[config.mk]
export PLATFORM = sky130hd
export DESIGN_NAME = rv32_wb_unit
export DESIGN_NICKNAME = d
export VERILOG_FILES = /design/src/rtl/rv32_wb_unit.sv
export SDC_FILE = /design/constraint.sdc
export NUM_CORES = 1
export LEC_CHECK = 0
export CAP_MARGIN = 25
export CORE_ASPECT_RATIO = 1.25
export CORE_MARGIN = 2
export CORE_UTILIZATION = 53
export DETAILED_ROUTE_END_ITERATION = 10
export PLACE_DENSITY = 0.91
export SLEW_MARGIN = 20
export SYNTH_ARGS = -nofsm -noshare
export SYNTH_HDL_FRONTEND = slang
export SYNTH_SLANG_ARGS = --single-unit
[constraint.sdc]
create_clock -name clk_i -period 8.65 [get_ports clk_i]
set_clock_uncertainty 0.1 [all_clocks]
set_input_delay 1.2975 -clock clk_i [delete_from_list [all_inputs] [get_ports clk_i]]
set_output_delay 1.2975 -clock clk_i [all_outputs]
set_load 0.02 [all_outputs]
[src/rtl/rv32_wb_unit.sv]
// Write-back unit: owns the regfile write port, merges ALU and MUL/DIV results
// through a small result FIFO, and tracks outstanding long-latency writes.
module rv32_wb_unit #(
  parameter int XLEN       = 32,
  parameter int FIFO_DEPTH = 2
) (
  input  logic            clk_i,
  input  logic            rst_n_i,
  input  logic            iss_valid_i,
  input  logic            iss_long_i,
  input  logic [4:0]      iss_rd_i,
  input  logic            alu_valid_i,
  input  logic [4:0]      alu_rd_i,
  input  logic [XLEN-1:0] alu_val_i,
  input  logic            md_valid_i,
  output logic            md_ready_o,
  input  logic [4:0]      md_rd_i,
  input  logic [XLEN-1:0] md_val_i,
  output logic            we_o,
  output logic [4:0]      rd_addr_o,
  output logic [XLEN-1:0] val_rd_o,
  output logic [31:0]     busy_o,
  output logic            fifo_full_o
);

  localparam int PW = $clog2(FIFO_DEPTH);
  localparam int CW = PW + 1;
  localparam logic [CW-1:0] DEPTH_C = CW'(FIFO_DEPTH);

  logic [4:0]      fifo_rd  [FIFO_DEPTH];
  logic [XLEN-1:0] fifo_val [FIFO_DEPTH];
  logic [PW-1:0]   wr_ptr, rd_ptr;
  logic [CW-1:0]   count, count_nxt;
  logic            push, pop, alu_grant;
  logic [4:0]      head_rd;
  logic [31:0]     busy_q, busy_nxt;
  logic            full_q;

  // Ready depends on occupancy only, never on md_valid_i.
  assign md_ready_o = rst_n_i & (count < DEPTH_C);
  assign alu_grant  = alu_valid_i & (alu_rd_i != 5'd0);
  assign push       = md_valid_i & md_ready_o;
  assign pop        = ~alu_grant & (count != '0);
  assign head_rd    = fifo_rd[rd_ptr];

  always_comb begin
    count_nxt = count;
    case ({push, pop})
      2'b10:   count_nxt = count + CW'(1);
      2'b01:   count_nxt = count - CW'(1);
      default: count_nxt = count;
    endcase
  end

  // Set after clear: a newer long op re-targeting the register keeps it busy.
  always_comb begin
    busy_nxt = busy_q;
    if (pop && head_rd != 5'd0)
      busy_nxt[head_rd] = 1'b0;
    if (iss_valid_i && iss_long_i && iss_rd_i != 5'd0)
      busy_nxt[iss_rd_i] = 1'b1;
    busy_nxt[0] = 1'b0;
  end

  always_ff @(posedge clk_i) begin
    if (push) begin
      fifo_rd[wr_ptr]  <= md_rd_i;
      fifo_val[wr_ptr] <= md_val_i;
    end
  end

  always_ff @(posedge clk_i or negedge rst_n_i) begin
    if (!rst_n_i) begin
      wr_ptr <= '0;
      rd_ptr <= '0;
      count  <= '0;
      full_q <= 1'b0;
      busy_q <= '0;
    end else begin
      if (push) wr_ptr <= wr_ptr + PW'(1);
      if (pop)  rd_ptr <= rd_ptr + PW'(1);
      count  <= count_nxt;
      full_q <= (count_nxt == DEPTH_C);
      busy_q <= busy_nxt;
    end
  end

  always_ff @(posedge clk_i or negedge rst_n_i) begin
    if (!rst_n_i) begin
      we_o      <= 1'b0;
      rd_addr_o <= '0;
      val_rd_o  <= '0;
    end else if (alu_grant) begin
      we_o      <= 1'b1;
      rd_addr_o <= alu_rd_i;
      val_rd_o  <= alu_val_i;
    end else if (pop && head_rd != 5'd0) begin
      we_o      <= 1'b1;
      rd_addr_o <= head_rd;
      val_rd_o  <= fifo_val[rd_ptr];
    end else begin
      we_o      <= 1'b0;
    end
  end

  assign busy_o      = busy_q;
  assign fifo_full_o = full_q;

endmodule

Fig. 1: track usage over the die
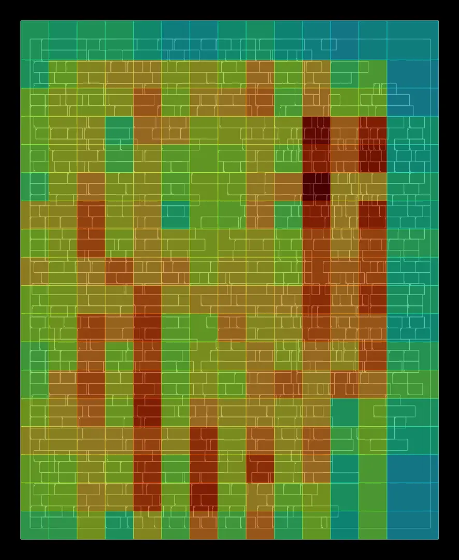
met3 usage: 6.67%
gr usage total: 24.3%
drt wl/cell: 20.0 µm
gr busiest metal: met2

==> metrics.yaml <==
status: "complete, no violations"
critical_path_required_ns: 7.25
hp-class: "reg2reg"
max_freq_ghz: 0.252
areaGrowthSynthToFinish_pct: 37.5
firstDrtPassIters: 6
core-area_mm2: 0.0117
yosys_warnings: 0
peakVddDrop_uv: 212
power_uw: 2730
place_congestion: 0.883
met2WireLength_um: 7980
use_met2_pct: 41.9
fin_nets: 672
top_logic_kind: "multiplexers"
lay_top_cells: "clkdlybuf4s50_1 (154), mux2_2 (92), edfxtp_1 (74), dfrtp_1 (73), nand2_1 (23)"
drt_wl_total_um: 15200
edf_count: 74
critPathLaunchType: "primary input"
clockBufferDepth: 2
ys_cells: 426
postCtsSetupRepairBufs: 0
yosys_area_mm2: 0.00640
relSlewSlack_pct: 37.6
cts_max_level: 4
antenna_found_initial: 0
yosys.area.top_type_share_pct: 34.7
fp_util_pct: 54.6
warning_count: 26
die_w_um: 102
drive_above_1_share_pct: 26.4
powerDensity_mw_per_mm2: 310
hpwl_um: 10200
cp-end-kind: "output pin"
synthDistinctLibCells: 44
ff_type: "edfxtp_1"
vias: 4300
setup_viol: 0
met1_length_um: 5790
pre_cts_ws_ns: 4.20
grt_pass1_wl_um: 23500
synthTopCellsByCount: "mux2_2 (92), dfrtp_1 (74), edfxtp_1 (74)"
avgViaCountPerCell: 5.66
async_flop_share_pct: 50.0
antenna_cells: 0
cap_violations: 0
post-route-drc-count: 0
synth_flop_count: 148
grt_max_degree: 76
drt-initial-drc-count: 235
fin_crit_sh_pct: 45.9
finalCoreUtilization_pct: 75.1
yosysMostFrequentCell: "mux2_2"
chipArea_mm2: 0.0130
finalSetupTns_ns: 0
wl_met3_um: 1140
adder_share_pct: 0.195
syn_avg_cell_area_um2: 15.0
yosys.area_share.aoi_pct: 6.10
holdBufCountCts: 0
dr.max_layer_used: "met4"
cp.arrival_ns: 2.57
ys_sh_simple_pct: 5.86
top_area_cell: "edfxtp_1"
grt_overflow: 0
worst_slack_ns: 4.68
yosysSeqAreaShare_pct: 63.6
synthXorXnorAreaFrac_pct: 0.684
Fig. 2: zoomed window
Window x 39 to 64, y 51 to 76 µm. Cells in grey, sequential cells in the stronger grey; small squares are vias.
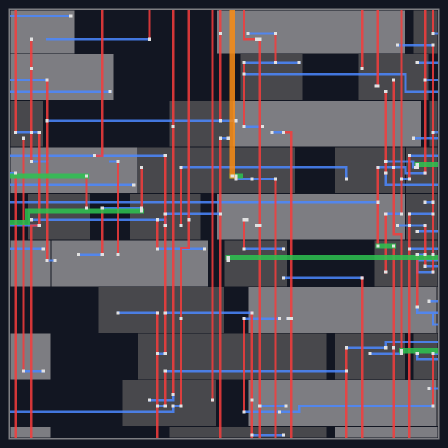
metal 2: in red. metal 4: in orange. metal 1: in blue. metal 3: in green.
Most frequent: edfxtp_1 (5), mux2_2 (4), clkdlybuf4s50_1 (4). Sequential cells in the window: 8. Netlist names of flops here include fifo_rd (5), val_rd_o (2). 22 logic cells have their middle in the window.

power by group:
group,switching (µW),internal (µW),total [µW]
logic,442,483,925
clock network,283,521,803
registers,100,902,1000
total,825,1900,2730
sequential cells by signal, summed over array words and instances (netlist names):
register	count
rd_ptr	1
fifo_full_o	1
fifo_val	64
busy_o	31
count	2
fifo_rd	10
we_o	1
val_rd_o	32
wr_ptr	1
rd_addr_o	5
per-stage QoR:
stage / cell area (µm²) / std cells
6_report: 8800 / 760
5_1_grt: 8800 / 760
4_1_cts: 8750 / 758
3_5_place_dp: 8110 / 726
3_3_place_gp: 8060 / 724
2_1_floorplan: 6400 / 426
worst paths after layout:
path / startpoint / endpoint / slack, ns / cells after the start
min reg2reg: busy_o[10]$_DFF_PN0_ / busy_o[10]$_DFF_PN0_ / 0.41 / 2
min: busy_o[10]$_DFF_PN0_ / busy_o[10]$_DFF_PN0_ / 0.41 / 2
max in group asynchronous: rst_n_i / val_rd_o[14]$_DFFE_PN0P_ / 7.16 / 2
max: rst_n_i / md_ready_o / 4.68 / 3
min in group asynchronous: rst_n_i / count[0]$_DFF_PN0_ / 0.71 / 1
max reg2reg: rd_ptr$_DFFE_PN0P_ / val_rd_o[31]$_DFFE_PN0P_ / 6.02 / 6
final cells by class:
cell class	count	area (µm²)
Clock buffer	20	447
Fill cell	715	2930
Multi-Input combinational cell	251	2190
Timing Repair Buffer	160	1650
Clock inverter	12	201
Sequential cell	148	4080
Inverter	8	30.0
Tap cell	161	201
worst max-delay path, cell delays in order:
cell	delay, ns
buf_4	0.35
nor2b_1	0.27
clkdlybuf4s50_1	0.64
Power and IR drop assume default switching activity.
